--- src/rtl/mul_pkg.sv ---
// Shared definitions for the multiplier bus initiator: register map, CTL bits,
// sequencer and transfer-phase encodings.
package mul_pkg;

  localparam logic [31:0] MUL_A   = 32'h00;
  localparam logic [31:0] MUL_B   = 32'h04;
  localparam logic [31:0] MUL_PL  = 32'h08;
  localparam logic [31:0] MUL_PH  = 32'h0C;
  localparam logic [31:0] MUL_CTL = 32'h10;

  // START (on write) and BUSY (on read) share bit 0
  localparam int CTL_START = 0;
  localparam int CTL_BUSY  = 0;
  localparam int CTL_UNS   = 1;

  typedef enum logic [3:0] {
    S_IDLE,
    S_WR_A,
    S_WR_B,
    S_WR_GO,
    S_SETTLE,
    S_POLL,
    S_RD_PL,
    S_RD_PH,
    S_WR_CLR,
    S_RESP
  } seq_state_t;

  typedef enum logic {
    PH_ISSUE,
    PH_GAP
  } xfer_phase_t;

  function automatic logic [31:0] ctl_word(input logic uns, input logic go);
    logic [31:0] w;
    w = '0;
    w[CTL_UNS]   = uns;
    w[CTL_START] = go;
    return w;
  endfunction

endpackage

--- src/rtl/mul_initiator_bus_xfer.sv ---
// Single-transfer engine for the c_* valid/ready bus: holds the request until
// acknowledged, then waits out the trailing ready before reporting done.
module bus_xfer
  import mul_pkg::*;
#(
  parameter int BUS_TO = 16
) (
  input  logic        c_clk,
  input  logic        c_rst,
  input  logic        start,
  input  logic [31:0] addr,
  input  logic        write,
  input  logic [31:0] wdata,
  output logic        done,
  output logic [31:0] rdata,
  output logic        timeout,
  output logic        c_valid,
  output logic        c_write,
  output logic [31:0] c_addr,
  output logic [31:0] c_wdata,
  input  logic        c_ready,
  input  logic [31:0] c_rdata
);

  localparam int TW = $clog2(BUS_TO + 1);
  localparam logic [TW-1:0] TO_LAST = TW'(BUS_TO - 1);

  logic           active_reg;
  xfer_phase_t    phase_reg;
  logic [TW-1:0]  to_cnt_reg;
  logic           c_valid_reg;
  logic           c_write_reg;
  logic [31:0]    c_addr_reg;
  logic [31:0]    c_wdata_reg;
  logic [31:0]    rdata_reg;
  logic           done_reg;
  logic           timeout_reg;

  always_ff @(posedge c_clk) begin
    if (c_rst) begin
      active_reg  <= 1'b0;
      phase_reg   <= PH_ISSUE;
      to_cnt_reg  <= '0;
      c_valid_reg <= 1'b0;
      c_write_reg <= 1'b0;
      c_addr_reg  <= '0;
      c_wdata_reg <= '0;
      rdata_reg   <= '0;
      done_reg    <= 1'b0;
      timeout_reg <= 1'b0;
    end else begin
      done_reg    <= 1'b0;
      timeout_reg <= 1'b0;
      if (!active_reg) begin
        if (start) begin
          active_reg  <= 1'b1;
          phase_reg   <= PH_ISSUE;
          to_cnt_reg  <= '0;
          c_valid_reg <= 1'b1;
          c_write_reg <= write;
          c_addr_reg  <= addr;
          c_wdata_reg <= wdata;
        end
      end else if (phase_reg == PH_ISSUE) begin
        if (c_ready) begin
          if (!c_write_reg) rdata_reg <= c_rdata;
          c_valid_reg <= 1'b0;
          phase_reg   <= PH_GAP;
        end else if (to_cnt_reg == TO_LAST) begin
          // abort without a gap: the slave never answered
          c_valid_reg <= 1'b0;
          active_reg  <= 1'b0;
          done_reg    <= 1'b1;
          timeout_reg <= 1'b1;
        end else begin
          to_cnt_reg <= to_cnt_reg + 1'b1;
        end
      end else if (!c_ready) begin
        active_reg <= 1'b0;
        done_reg   <= 1'b1;
      end
    end
  end

  assign c_valid = c_valid_reg;
  assign c_write = c_write_reg;
  assign c_addr  = c_addr_reg;
  assign c_wdata = c_wdata_reg;
  assign rdata   = rdata_reg;
  assign done    = done_reg;
  assign timeout = timeout_reg;

endmodule

--- src/rtl/mul_initiator.sv ---
// Bus initiator that runs the full multiplier register sequence for one
// upstream request and returns the 64-bit product or an error.
module mul_initiator
  import mul_pkg::*;
#(
  parameter logic [31:0] BASE       = 32'h0,
  parameter int          SETTLE_CYC = 4,
  parameter int          POLL_MAX   = 64,
  parameter int          BUS_TO     = 16
) (
  input  logic        c_clk,
  input  logic        c_rst,
  input  logic        req_valid,
  output logic        req_ready,
  input  logic [31:0] req_a,
  input  logic [31:0] req_b,
  input  logic        req_uns,
  output logic        rsp_valid,
  input  logic        rsp_ready,
  output logic [63:0] rsp_p,
  output logic        rsp_err,
  output logic        c_valid,
  output logic        c_write,
  output logic [31:0] c_addr,
  output logic [1:0]  c_size,
  output logic [31:0] c_wdata,
  input  logic        c_ready,
  input  logic [31:0] c_rdata
);

  localparam int SW = $clog2(SETTLE_CYC + 1);
  localparam int PW = $clog2(POLL_MAX + 1);
  localparam logic [SW-1:0] SETTLE_LAST = SW'(SETTLE_CYC - 1);
  localparam logic [PW-1:0] POLL_LAST   = PW'(POLL_MAX - 1);

  seq_state_t     state_reg;
  logic           issued_reg;
  logic           xfer_start_reg;
  logic [31:0]    xfer_addr_reg;
  logic           xfer_write_reg;
  logic [31:0]    xfer_wdata_reg;
  logic [31:0]    a_reg;
  logic [31:0]    b_reg;
  logic           uns_reg;
  logic [63:0]    p_reg;
  logic           err_reg;
  logic [SW-1:0]  settle_cnt_reg;
  logic [PW-1:0]  poll_cnt_reg;
  logic           req_ready_reg;
  logic           rsp_valid_reg;

  logic           xfer_done;
  logic           xfer_timeout;
  logic [31:0]    xfer_rdata;

  logic [31:0]    acc_off;
  logic           acc_write;
  logic [31:0]    acc_wdata;

  // Register access implied by the current bus state
  always_comb begin
    acc_off   = MUL_A;
    acc_write = 1'b1;
    acc_wdata = a_reg;
    case (state_reg)
      S_WR_B:   begin acc_off = MUL_B;   acc_wdata = b_reg; end
      S_WR_GO:  begin acc_off = MUL_CTL; acc_wdata = ctl_word(uns_reg, 1'b1); end
      S_POLL:   begin acc_off = MUL_CTL; acc_write = 1'b0; acc_wdata = '0; end
      S_RD_PL:  begin acc_off = MUL_PL;  acc_write = 1'b0; acc_wdata = '0; end
      S_RD_PH:  begin acc_off = MUL_PH;  acc_write = 1'b0; acc_wdata = '0; end
      S_WR_CLR: begin acc_off = MUL_CTL; acc_wdata = ctl_word(uns_reg, 1'b0); end
      default:  ;
    endcase
  end

  always_ff @(posedge c_clk) begin
    if (c_rst) begin
      state_reg      <= S_IDLE;
      issued_reg     <= 1'b0;
      xfer_start_reg <= 1'b0;
      xfer_addr_reg  <= '0;
      xfer_write_reg <= 1'b0;
      xfer_wdata_reg <= '0;
      a_reg          <= '0;
      b_reg          <= '0;
      uns_reg        <= 1'b0;
      p_reg          <= '0;
      err_reg        <= 1'b0;
      settle_cnt_reg <= '0;
      poll_cnt_reg   <= '0;
      req_ready_reg  <= 1'b1;
      rsp_valid_reg  <= 1'b0;
    end else begin
      xfer_start_reg <= 1'b0;
      case (state_reg)
        S_IDLE: begin
          if (req_valid && req_ready_reg) begin
            a_reg         <= req_a;
            b_reg         <= req_b;
            uns_reg       <= req_uns;
            p_reg         <= '0;
            err_reg       <= 1'b0;
            issued_reg    <= 1'b0;
            req_ready_reg <= 1'b0;
            state_reg     <= S_WR_A;
          end
        end
        S_SETTLE: begin
          if (settle_cnt_reg == SETTLE_LAST) begin
            poll_cnt_reg <= '0;
            state_reg    <= S_POLL;
          end else begin
            settle_cnt_reg <= settle_cnt_reg + 1'b1;
          end
        end
        S_RESP: begin
          if (rsp_ready) begin
            rsp_valid_reg <= 1'b0;
            req_ready_reg <= 1'b1;
            state_reg     <= S_IDLE;
          end
        end
        default: begin
          if (!issued_reg) begin
            issued_reg     <= 1'b1;
            xfer_start_reg <= 1'b1;
            xfer_addr_reg  <= BASE + acc_off;
            xfer_write_reg <= acc_write;
            xfer_wdata_reg <= acc_wdata;
          end else if (xfer_done) begin
            issued_reg <= 1'b0;
            if (xfer_timeout) begin
              err_reg       <= 1'b1;
              p_reg         <= '0;
              rsp_valid_reg <= 1'b1;
              state_reg     <= S_RESP;
            end else begin
              case (state_reg)
                S_WR_A:  state_reg <= S_WR_B;
                S_WR_B:  state_reg <= S_WR_GO;
                S_WR_GO: begin
                  settle_cnt_reg <= '0;
                  state_reg      <= S_SETTLE;
                end
                S_POLL: begin
                  if (!xfer_rdata[CTL_BUSY]) begin
                    state_reg <= S_RD_PL;
                  end else if (poll_cnt_reg == POLL_LAST) begin
                    err_reg   <= 1'b1;
                    p_reg     <= '0;
                    state_reg <= S_WR_CLR;
                  end else begin
                    poll_cnt_reg <= poll_cnt_reg + 1'b1;
                  end
                end
                S_RD_PL: begin
                  p_reg[31:0] <= xfer_rdata;
                  state_reg   <= S_RD_PH;
                end
                S_RD_PH: begin
                  p_reg[63:32] <= xfer_rdata;
                  state_reg    <= S_WR_CLR;
                end
                S_WR_CLR: begin
                  rsp_valid_reg <= 1'b1;
                  state_reg     <= S_RESP;
                end
                default: state_reg <= S_IDLE;
              endcase
            end
          end
        end
      endcase
    end
  end

  bus_xfer #(
    .BUS_TO (BUS_TO)
  ) u_xfer (
    .c_clk   (c_clk),
    .c_rst   (c_rst),
    .start   (xfer_start_reg),
    .addr    (xfer_addr_reg),
    .write   (xfer_write_reg),
    .wdata   (xfer_wdata_reg),
    .done    (xfer_done),
    .rdata   (xfer_rdata),
    .timeout (xfer_timeout),
    .c_valid (c_valid),
    .c_write (c_write),
    .c_addr  (c_addr),
    .c_wdata (c_wdata),
    .c_ready (c_ready),
    .c_rdata (c_rdata)
  );

  assign req_ready = req_ready_reg;
  assign rsp_valid = rsp_valid_reg;
  assign rsp_p     = p_reg;
  assign rsp_err   = err_reg;
  assign c_size    = 2'b10;

endmodule

--- config.mk ---
export PLATFORM = sky130hd
export DESIGN_NAME = mul_initiator
export DESIGN_NICKNAME = d
export VERILOG_FILES = /design/src/rtl/mul_pkg.sv /design/src/rtl/mul_initiator_bus_xfer.sv /design/src/rtl/mul_initiator.sv
export SDC_FILE = /design/constraint.sdc
export NUM_CORES = 1
export LEC_CHECK = 0
export CORE_MARGIN = 10
export CORE_UTILIZATION = 54
export CTS_CLUSTER_DIAMETER = 80
export DETAILED_ROUTE_END_ITERATION = 7
export GPL_ROUTABILITY_DRIVEN = 0
export PLACE_DENSITY = 0.85
export SLEW_MARGIN = 10
export SYNTH_ARGS = -nofsm -noshare
export SYNTH_HDL_FRONTEND = slang
export SYNTH_SLANG_ARGS = --single-unit
--- constraint.sdc ---
create_clock -name c_clk -period 3.5 [get_ports c_clk]
set_input_delay 0.7 -clock c_clk [delete_from_list [all_inputs] [get_ports c_clk]]
set_output_delay 0.7 -clock c_clk [all_outputs]
set_load 0.05 [all_outputs]
run_1/layer_met1.png
Scale: 2 px per um. Supply wires on this layer in grey.
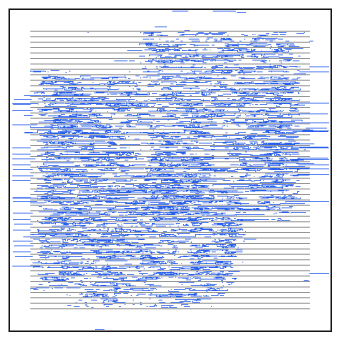
main direction	horizontal
share of all routed wire	40%
nets with wire on the layer	1407
routed vias: 9515
overall routed net length: 30100 um

run_1/layer_met4.png
Scale: 2 px per um. Supply wires on this layer in grey.
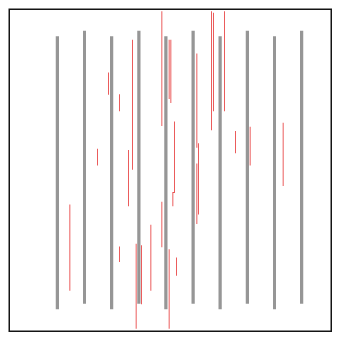
main direction	vertical
longest straight run	64.6 um
share of all routed wire	2.8%
nets with wire on the layer	20

run_1/placement.png
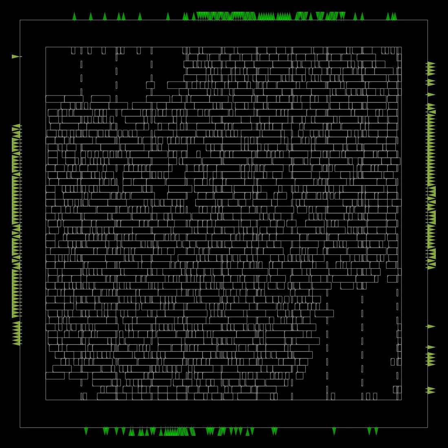
number of standard cells in the layout, taps in and fillers out: 1726
tally of filler cells in the layout: 1498

run_1/layer_met2.png
Scale: 1.5 px per um. Cells faint in the background.
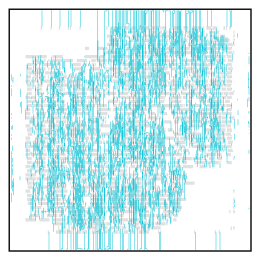
wire length on this layer	14600 um
share of all routed wire	49%
main direction	vertical
nets with wire on the layer	1313
met2 usage in global routing: 37.6%

run 1: routing by layer:
layer,global-route usage [%],vias up,share of wire (%)
li1,-,4545,-
met1,26.1,4510,40
met2,37.6,404,49
met3,6.30,56,9.0
met4,7.47,0,2.8
met5,0,-,0
run 1: cell families after synthesis:
group,after synthesis,synth area share (%)
other,2,0.0707
adder cells (fa/ha/maj),5,0.589
multiplexers,69,6.51
XOR/XNOR,7,0.577
flip-flops,262,49.4
buffers and inverters,135,6.73
AND/OR/NAND/NOR,577,23.0
AND-OR/OR-AND,229,13.2
run 1: area by class of cell:
type	instances	share of cell area, %
Antenna cell	2	0.0371
Clock buffer	43	5.97
Clock inverter	6	0.306
Inverter	7	0.195
Multi-Input combinational cell	918	35.7
Sequential cell	262	38.9
Tap cell	265	2.46
Timing Repair Buffer	223	16.4
run 1: cell usage after synthesis (4+ instances only):
cell type and instances:
sky130_fd_sc_hd__nand2_1 407, sky130_fd_sc_hd__dfxtp_1 262, sky130_fd_sc_hd__a21oi_1 153, sky130_fd_sc_hd__nor2_1 73, sky130_fd_sc_hd__clkbuf_1 68, sky130_fd_sc_hd__mux2i_1 68
sky130_fd_sc_hd__nor3_1 43, sky130_fd_sc_hd__buf_4 33, sky130_fd_sc_hd__a221oi_1 31, sky130_fd_sc_hd__buf_2 16, sky130_fd_sc_hd__o21ai_0 12, sky130_fd_sc_hd__nand2b_1 9
sky130_fd_sc_hd__nand3_1 6, sky130_fd_sc_hd__a31oi_1 5, sky130_fd_sc_hd__ha_1 5, sky130_fd_sc_hd__inv_1 5, sky130_fd_sc_hd__buf_1 4, sky130_fd_sc_hd__buf_6 4
sky130_fd_sc_hd__or3_1 4, sky130_fd_sc_hd__xnor2_1 4
==> Slide: Implementation Results, run 1 <==
Flow Results at a Glance

Floorplanning
  – Fp_density: 54.8%
  – Core Area: about 19000 sq um
  – Cell Rows: 51
  – Die height: approximately 160 um

Place
  – Half-perimeter wire length after placement: 19800 um
  – Worst Setup Slack post-DPL: 0.862 ns
  – Count of port buffers added during placement: 205

Power
  – Power per unit of standard cell area: 719 nW/um^2
  – Leakage component of the power: roughly 4.7 nW
  – Seq pwr share: 38.3%
  – Clk power: 2.74 mW
  – Seq group: 3.72 mW
  – Relative contribution of combinational cells to total power: 33.4%
  – Switching power as a share of total power: 36.7%
  – Sw Pwr: approximately 3.6 mW
  – Internal power component: 6.14 mW
  – Overall power consumption: 9.70 mW
  – Largest Pwr Group: sequential cells

Worst hold path
  – Worst min-delay path endpoint: poll_cnt_reg[6]

Final layout
  – Core utilization of the finished layout: 69.5%
  – Synthesis-to-finish area growth: 27.0%
  – Leading cell type in the layout, fill and taps excluded: sky130_fd_sc_hd__nand2_1
  – Storage cell area: 5250 sq um
  – Nets: ~1.5k
  – Fraction of final layout cells with drive strength greater than 1: 5.69%
  – Most frequent cells in the layout: 407 x sky130_fd_sc_hd__nand2_1, 262 x sky130_fd_sc_hd__dfxtp_1, 204 x sky130_fd_sc_hd__clkdlybuf4s50_1, 153 x sky130_fd_sc_hd__a21oi_1, 72 x sky130_fd_sc_hd__nor2_1

Synthesis
  – Post-synth EDFFs: 0
  – Top-area cell share: about 50%
  – Async SR Flop Fraction: 0%
  – Total of flip-flops plus latches after synthesis: approximately 260
  – Summed standard-cell area reported by yosys: 10600 sq um
  – Unique cell types: 64
  – Cells after synthesis: 1286
  – Mapped Avg Cell Area: 8.26 sq um
  – Fraction of the yosys area taken by sequential cells: 49.4%
  – Mapped cell area: 10600 sq um
  – Most instantiated flip-flop cell in the synthesis netlist: sky130_fd_sc_hd__dfxtp_1

CTS
  – Hold Buf Count CTS: 0
  – Clock transition time at the flip-flop clock pins of the worst setup and hold paths: 0.06 ns
  – Total clock buffers created by CTS: 27
  – Clock Path Buffers: 3
  – Post CTS Setup Buffer Count: 0
  – Clock Sinks: roughly 260
  – Clock insertion delay at the later pin of the skew report: ~0.53 ns
  – Count of cells resized by post-cts repair: 0

Job
  – Number of warning messages in the logs: 26
  – Max-cap violations: 0

Drt
  – TritonRoute pass-1 iters: 7
  – DR WL/cell: 17.4 um
  – 1st-iter DRT viols: between 700 and 800

Worst setup path
  – Max FO, Critical Path: 23
  – Worst Setup EP: xfer_wdata_reg[7]
  – Reg-to-reg startpoint: state_reg[2]
  – Req. time, crit path: 3.88 ns
  – Register-to-Register Path Depth: 6
  – Reg2reg end: xfer_wdata_reg[7]
  – Slowest stage cell on the critical path: sky130_fd_sc_hd__dfxtp_1
  – Logic depth of the worst setup path including buffers: 6
  – Setup slack of the worst register-to-register path: between 0.8 and 0.9 ns
  – Timing startpoint of the critical path: state_reg[2]

STA
  – Final setup margin: 0.817 ns
  – Final Hold Slack: 0.445 ns
  – Setup tns final: 0 ns
  – Final Hold Vio Count: 0
  – Worst slew margin: 34.5%
  – Number of failing setup endpoints in the final timing report: 0
  – RSZ-0062 raised after global routing: false
  – Slew at the pin closest to its max-slew limit: 0.982 ns
  – Period utilisation layout: 76.7%

GRT
  – Overall routing resource usage: 22.1%
  – Congestion Overflow GR: 0

Run status
  – Run status: finished clean
--- run 2 (diff from run 1) ---
CORE_UTILIZATION = 46   (was 54)
PLACE_DENSITY = 0.77   (was 0.85)
clock period = 2.34 ns   (was 3.5 ns; I/O delays follow)
run_2/layer_met2.png
Scale: 1.5 px per um. Cells faint in the background.
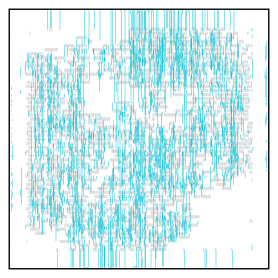
main direction	vertical
longest straight run	59.8 um
share of all routed wire	47%
nets with wire on the layer	1306
wire length on this layer	14200 um

==> run 2 against run 1 <==
Against the previous run: final area rose by 2.5%; via count shrank 1.0%; critical path depth down 5; clock skew shrank 0.0025 ns; flip-flop count did not move; setup slack got worse by 0.71 ns; wire length decreased by 0.57%; global-route usage decreased by 2.7 points; die area up 15%; critical endpoint is now c_write; largest power group unchanged.
==> Slide: Implementation Results, run 2 <==
Flow Results at a Glance

Final layout
  – Most frequent cells in the layout: 407 x sky130_fd_sc_hd__nand2_1, 262 x sky130_fd_sc_hd__dfxtp_1, 203 x sky130_fd_sc_hd__clkdlybuf4s50_1, 153 x sky130_fd_sc_hd__a21oi_1, 72 x sky130_fd_sc_hd__nor2_1
  – Tally of filler cells in the layout: 1992 (+33%)
  – Flip-flop count of the largest register, all copies and words added: 64
  – Synthesis-to-finish area growth: 30.1%
  – Fraction of final layout cells with drive strength greater than 1: 7.11% (+1.4 points)
  – Leading cell type in the layout, fill and taps excluded: sky130_fd_sc_hd__nand2_1
  – Nets: 1567 (+1.4%)
  – Number of standard cells in the layout, taps in and fillers out: 1764 (+2.2%)

GRT
  – Number of global-route vias before repair: 9300
  – Maximum number of pins on one net before global-route repair: between 60 and 70
  – Overall routing resource usage: 19.4% (-2.7 points)
  – Wire length of the first global-routing pass: 47200 um
  – Congestion Overflow GR: 0 (unchanged)
  – Number of antenna violations at the first check in global routing: 2

STA
  – Layout Skew: 0.00875 ns
  – Final Hold Slack: 0.324 ns (-0.121 ns)
  – Final Hold Vio Count: 0 (unchanged)
  – Slew at the pin closest to its max-slew limit: 0.719 ns (-0.263 ns)
  – Number of failing setup endpoints in the final timing report: 0 (unchanged)
  – Min Tclk post-route: about 2.2 ns
  – Period utilisation layout: 95.5%
  – RSZ-0062 raised after global routing: false
  – Number of pins exceeding their max-slew limit in the final report: 0
  – Worst slew margin: 52.1% (+18 points)
  – Setup tns final: 0 ns (unchanged)
  – Fmax: 0.448 GHz

Worst setup path
  – Critical path type: register to primary output
  – Worst path max stage delay: between 0.8 and 0.9 ns
  – Slowest stage cell on the critical path: sky130_fd_sc_hd__clkdlybuf4s50_1
  – Startpoint kind of the worst setup timing path: register
  – Endpoint arrival time on the critical path: approximately 1.8 ns
  – Req. time, crit path: 1.87 ns (-2.01 ns)
  – Crit end category: primary output
  – Cells traversed along the worst timing path: clkdlybuf4s50_1
  – Top Family by Delay on Critical Path: buffers and inverters
  – CP bufs+invs: 1
  – Max FO, Critical Path: 4 (-83%)

Synthesis
  – Cell with the most instances after synthesis: sky130_fd_sc_hd__nand2_1
  – Cell count listed in synth_stat.txt: 1286
  – Unique cell types: 64 (unchanged)
  – Post-synth EDFFs: 0 (unchanged)
  – Most instantiated flip-flop cell in the synthesis netlist: sky130_fd_sc_hd__dfxtp_1
  – Top cells by area, synth: sky130_fd_sc_hd__dfxtp_1 49%, sky130_fd_sc_hd__nand2_1 14%, sky130_fd_sc_hd__a21oi_1 7.2%
  – Cell accounting for the most synthesized area: sky130_fd_sc_hd__dfxtp_1
  – Total of flip-flops plus latches after synthesis: 262 (unchanged)
  – Fraction of the yosys area taken by sequential cells: 49.4% (unchanged)
  – Async SR Flop Fraction: 0% (unchanged)
  – Cells after synthesis: 1286 (unchanged)
  – Summed standard-cell area reported by yosys: 10600 sq um (unchanged)
  – Synth Warn #: 0
  – Mapped cell area: 10600 sq um (unchanged)
  – Most numerous cell types in the synthesized netlist: 407 x sky130_fd_sc_hd__nand2_1, 262 x sky130_fd_sc_hd__dfxtp_1, 153 x sky130_fd_sc_hd__a21oi_1
  – Mapped Avg Cell Area: 8.26 sq um (unchanged)
  – Top-area cell share: 49.4% (unchanged)

CTS
  – Count of cells resized by post-cts repair: 0 (unchanged)
  – Post CTS Setup Buffer Count: 0 (unchanged)
  – Hold Buf Count CTS: 0 (unchanged)
  – Level count of the clock H-tree: 1
  – Total clock buffers created by CTS: 27 (unchanged)
  – Clock Sinks: 262 (unchanged)
  – Clock transition time at the flip-flop clock pins of the worst setup and hold paths: 0.06 ns (about the same)
  – Clock insertion delay at the later pin of the skew report: 0.52 ns (about the same)
  – CTS tree: yes
  – CTS root buffer: sky130_fd_sc_hd__clkbuf_16
  – Clock Path Buffers: 3 (unchanged)

Power
  – VDD IR-drop max: 656 uV
  – Overall power consumption: 15.1 mW (+56%)
  – Power per unit of standard cell area: 1090 nW/um^2 (+52%)
  – Leakage component of the power: 4.90 nW (+3.5%)

Drt
  – Overall routed net length: 29900 um (-0.57%)
  – Per-cell via count in the routed design: 5.34
  – 1st-iter DRT viols: 753 (+2.9%)
  – Routed vias: 9418 (-1.0%)
  – DR WL/cell: 17.0 um (-2.7%)
  – DRC violation count after routing: 0
  – TritonRoute pass-1 iters: 5 (-2)
  – Remaining number of nets flagged by the antenna check after routing: 0

Floorplanning
  – Core Area: 22700 sq um (+17%)
  – Full die area: 29600 sq um
  – Number of top-level pins: 237
  – Die height: 172 um (+7.3%)
  – Fp_density: 46.8% (-8.0 points)
  – Cell Rows: 55 (+7.8%)
  – Die boundary width: 172 um

Place
  – Half-perimeter wire length after placement: 20400 um (+3.0%)
  – Count of port buffers added during placement: 205 (unchanged)
  – Inst Count DP: 1716

Worst hold path
  – Min-delay worst type: primary input to register

Job
  – Max-cap violations: 0 (unchanged)
  – Number of warning messages in the logs: 27 (+3.8%)

Run status
  – Run status: finished clean
-- run 2: cell type report --
type                            instances  area, sq um  area share, %
Antenna cell                            2         5.00         0.0362
Inverter                                7         26.3          0.190
Tap cell                              285          357           2.58
Sequential cell                       262         5250           37.9
Multi-Input combinational cell        918         4830           35.0
Clock inverter                          7          119          0.860
Clock buffer                           39          791           5.72
Timing Repair Buffer                  244         2450           17.7
-- run 2: cells by family after synthesis --
logic type	share of synthesized area, %
simple gates	23.0
flops	49.4
compound gates	13.2
buf+inv	6.73
mux	6.51
xor+xnor	0.577
fa+ha+maj	0.589
other cells	0.0707
-- run 2: path summary, 6_finish.rpt --
| check | from | to | slack, ns | cells after the start |
|---|---|---|---|---|
| setup reg to reg | state_reg[2] | xfer_wdata_reg[8] | 0.17 | 7 |
| hold reg to reg | poll_cnt_reg[6] | poll_cnt_reg[6] | 0.43 | 2 |
| setup / recovery | u_xfer.c_write | c_write | 0.11 | 1 |
| hold / removal | c_rst | issued_reg | 0.32 | 2 |
-- run 2: metrics by stage --
stage               instance area (sq um)  setup WS (ns)  utilization (%)
CTS                                 13800         0.0423             60.8
detailed placement                  12900          0.129             56.8
global placement                    12900          0.169             56.8
finish                              13800          0.106             60.9
floorplan                           10700          0.397                -
global route                        13800         0.0510             60.9
-- run 2: layer usage --
metal | up-vias | GRT usage, % | wire length (um)
li1 | 4602 | - | -
met1 | 4425 | 22.8 | 12100
met2 | 336 | 33.1 | 14200
met3 | 55 | 5.77 | 2790
met4 | 0 | 6.48 | 799
met5 | - | 0 | 0
-- run 2: power breakdown --
group          leakage (nW)  switching (mW)  internal (mW)
registers              2.13           0.402           5.07
clock network         0.440            1.72           2.66
logic                  2.34            3.23           2.02
--- run 3 (diff from run 2) ---
CORE_UTILIZATION = 40   (was 46)
PLACE_DENSITY = 0.68   (was 0.77)
run_3/layer_met3.png
Scale: 2 px per um.
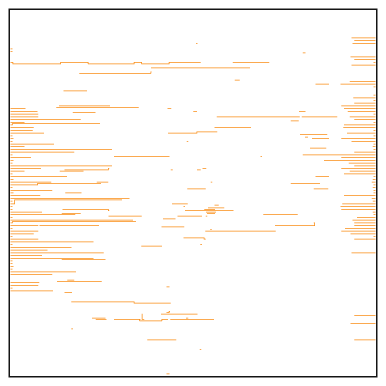
share of all routed wire	9.4%
nets with wire on the layer	175
main direction	horizontal
wire length on this layer	2810 um
longest straight run	61.6 um
fraction of met3 tracks used by global routing: 6.00%
routed vias: 9221

==> run 3 against run 2 <==
Against the previous run: synthesized area unchanged; non-clock buffer count down 3; sequential share of layout area down 0.23 points; cell count up 2.7%; first-iteration DRC count down 16%; sequential power about the same; utilization down 7.5 points; total power up 0.81%; combinational power down 2%.
==> Slide: Implementation Results, run 3 <==
Flow Results at a Glance

Final layout
  – Synthesis-to-finish area growth: 31.0%
  – Most frequent cells in the layout: 407 x sky130_fd_sc_hd__nand2_1, 261 x sky130_fd_sc_hd__dfxtp_1, 203 x sky130_fd_sc_hd__clkdlybuf4s50_1, 153 x sky130_fd_sc_hd__a21oi_1, 72 x sky130_fd_sc_hd__nor2_1
  – Nets: 1564 (-0.19%)
  – Flip-flop count of the largest register, all copies and words added: 64 (unchanged)
  – Tally of filler cells in the layout: 2442 (+23%)
  – Core utilization of the finished layout: 53.4% (-7.5 points)
  – Fraction of final layout cells with drive strength greater than 1: 7.05% (-0.058 points)
  – Leading cell type in the layout, fill and taps excluded: sky130_fd_sc_hd__nand2_1

Power
  – VDD IR-drop max: 676 uV (+3.2%)
  – Leakage component of the power: 4.92 nW (+0.42%)
  – Power per unit of standard cell area: 1090 nW/um^2 (+0.19%)

Drt
  – DR WL met2: 13800 um (-2.8%)
  – Met1 layer wirelength in the final routing: 12700 um (+4.8%)
  – TritonRoute pass-1 iters: 5 (unchanged)
  – Highest routing layer actually used: met4
  – DRC violation count after routing: 0 (unchanged)
  – Routed met3 length: 2810 um (+0.54%)
  – Overall routed net length: 29800 um (-0.36%)
  – DR WL/cell: 16.5 um (-2.9%)
  – Remaining number of nets flagged by the antenna check after routing: 0 (unchanged)
  – Per-cell via count in the routed design: 5.09 (-4.6%)
  – 1st-iter DRT viols: 633 (-16%)

Job
  – Number of warning messages in the logs: 26 (-3.7%)
  – Max-cap violations: 0 (unchanged)

CTS
  – Hold Buf Count CTS: 0 (unchanged)
  – Clock Sinks: 262 (unchanged)
  – Total clock buffers created by CTS: 27 (unchanged)
  – Level count of the clock H-tree: 1 (unchanged)
  – CTS tree: yes
  – Clock Path Buffers: 3 (unchanged)
  – Clock transition time at the flip-flop clock pins of the worst setup and hold paths: 0.06 ns (about the same)
  – Clock insertion delay at the later pin of the skew report: 0.53 ns (about the same)
  – Post CTS Setup Buffer Count: 0 (unchanged)
  – Count of cells resized by post-cts repair: 1 (+1)
  – CTS root buffer: sky130_fd_sc_hd__clkbuf_16

Floorplanning
  – Fp_density: 40.8% (-6.0 points)
  – Core Area: 26100 sq um (+15%)
  – Number of top-level pins: 237 (unchanged)
  – Die height: 183 um (+6.4%)
  – Full die area: 33500 sq um (+13%)
  – Cell Rows: 59 (+7.3%)
  – Die boundary width: 183 um (+6.4%)

STA
  – RSZ-0062 raised after global routing: false
  – Final setup margin: 0.0952 ns (-0.0103 ns)
  – Layout Skew: 0.0146 ns (+0.00584 ns)
  – Fmax: 0.445 GHz (-0.46%)
  – Slew at the pin closest to its max-slew limit: 0.607 ns (-0.112 ns)
  – Number of failing setup endpoints in the final timing report: 0 (unchanged)
  – Worst slew margin: 59.4% (+7.4 points)
  – Period utilisation layout: 95.9% (+0.44 points)
  – Final Hold Vio Count: 0 (unchanged)
  – Setup tns final: 0 ns (unchanged)
  – Final Hold Slack: 0.324 ns (+0.000660 ns)
  – Min Tclk post-route: 2.24 ns (+0.0103 ns)
  – Number of pins exceeding their max-slew limit in the final report: 0 (unchanged)

Worst setup path
  – Top Family by Delay on Critical Path: buffers and inverters
  – Endpoint arrival time on the critical path: 1.78 ns (about the same)
  – Register-to-Register Path Depth: 6 (-1)
  – Max FO, Critical Path: 4 (unchanged)
  – Req. time, crit path: 1.87 ns (about the same)
  – CP bufs+invs: 1 (unchanged)
  – Startpoint kind of the worst setup timing path: register
  – Cells traversed along the worst timing path: clkdlybuf4s50_1
  – Reg-to-reg startpoint: state_reg[3]
  – Crit end category: primary output
  – Timing startpoint of the critical path: u_xfer.c_write
  – Worst path max stage delay: 0.86 ns (about the same)
  – Logic depth of the worst setup path including buffers: 1 (unchanged)
  – Critical path type: register to primary output
  – Slowest stage cell on the critical path: sky130_fd_sc_hd__clkdlybuf4s50_1

Synthesis
  – Post-synth EDFFs: 0 (unchanged)
  – Mapped Avg Cell Area: 8.26 sq um (unchanged)
  – Fraction of the yosys area taken by sequential cells: 49.4% (unchanged)
  – Cell with the most instances after synthesis: sky130_fd_sc_hd__nand2_1
  – Summed standard-cell area reported by yosys: 10600 sq um (unchanged)
  – Total of flip-flops plus latches after synthesis: 262 (unchanged)
  – Unique cell types: 64 (unchanged)
  – Most numerous cell types in the synthesized netlist: 407 x sky130_fd_sc_hd__nand2_1, 262 x sky130_fd_sc_hd__dfxtp_1, 153 x sky130_fd_sc_hd__a21oi_1
  – Cell accounting for the most synthesized area: sky130_fd_sc_hd__dfxtp_1
  – Synth Warn #: 0 (unchanged)
  – Top-area cell share: 49.4% (unchanged)
  – Mapped cell area: 10600 sq um (unchanged)
  – Cells after synthesis: 1286 (unchanged)
  – Cell count listed in synth_stat.txt: 1286 (unchanged)
  – Most instantiated flip-flop cell in the synthesis netlist: sky130_fd_sc_hd__dfxtp_1
  – Top cells by area, synth: sky130_fd_sc_hd__dfxtp_1 49%, sky130_fd_sc_hd__nand2_1 14%, sky130_fd_sc_hd__a21oi_1 7.2%
  – Async SR Flop Fraction: 0% (unchanged)

Worst hold path
  – Min-delay worst type: primary input to register
  – Worst Hold Path Cells: 2 (unchanged)
  – Worst min-delay path startpoint: c_rst

Run status
  – Run status: finished clean

GRT
  – Maximum number of pins on one net before global-route repair: 63 (-6.0%)
  – Peak-usage layer in the global routing report: met2
  – Met1 layer usage reported by global route: 21.0% (-1.7 points)
  – Congestion Overflow GR: 0 (unchanged)
  – Number of global-route vias before repair: 9068 (-2.5%)
  – Number of antenna violations at the first check in global routing: 2 (unchanged)
  – Met2 usage in global routing: 27.6% (-5.5 points)
  – Wire length of the first global-routing pass: 47700 um (+0.96%)
  – Overall routing resource usage: 16.9% (-2.5 points)

Place
  – Half-perimeter wire length after placement: 20300 um (-0.49%)
  – Count of port buffers added during placement: 205 (unchanged)
  – Worst Setup Slack post-DPL: 0.113 ns (-0.0156 ns)
## run 3: cell counts after synthesis
No cell type changed its count.
## run 3: kinds of logic after synthesis
family,Yosys count,share of synthesized area [%]
and+or+nand+nor,577,23.0
DFF,262,49.4
AOI/OAI and AO/OA,229,13.2
buffers and inverters,135,6.73
muxes,69,6.51
xor gates and xnor gates,7,0.577
adders and majority gates,5,0.589
other,2,0.0707
## run 3: path summary, 6_finish.rpt
kind              slack, ns              end
setup / recovery        0.1          c_write
hold / removal         0.32  u_xfer.rdata[5]
setup reg to reg       0.15        rsp_p[57]
hold reg to reg        0.43  poll_cnt_reg[6]
## run 3: layout make-up
| cell class | instances | area [sq um] | share of cell area [%] |
|---|---|---|---|
| Sequential cell | 262 | 5250 | 37.7 |
| Multi-Input combinational cell | 918 | 4820 | 34.6 |
| Timing Repair Buffer | 241 | 2430 | 17.5 |
| Clock buffer | 36 | 749 | 5.39 |
| Tap cell | 335 | 419 | 3.01 |
| Clock inverter | 11 | 213 | 1.53 |
| Inverter | 7 | 26.3 | 0.189 |
| Antenna cell | 1 | 2.50 | 0.0180 |
## run 3: where the power goes
| group | switching, mW | internal (mW) |
|---|---|---|
| registers | 0.412 | 5.08 |
| clock network | 1.71 | 2.90 |
| logic | 3.15 | 1.98 |
| total | 5.27 | 9.96 |
## run 3: metrics by stage
| stage | power [mW] | std cells | instance area, sq um |
|---|---|---|---|
| 4_1_cts | 15.4 | 1810 | 13900 |
| 3_3_place_gp | 10.7 | 1763 | 12900 |
| 5_1_grt | 16.1 | 1810 | 13900 |
| 2_1_floorplan | 9.31 | 1315 | 10700 |
| 3_5_place_dp | 10.7 | 1763 | 12900 |
| 6_report | 15.2 | 1811 | 13900 |
Power and IR drop assume default switching activity.
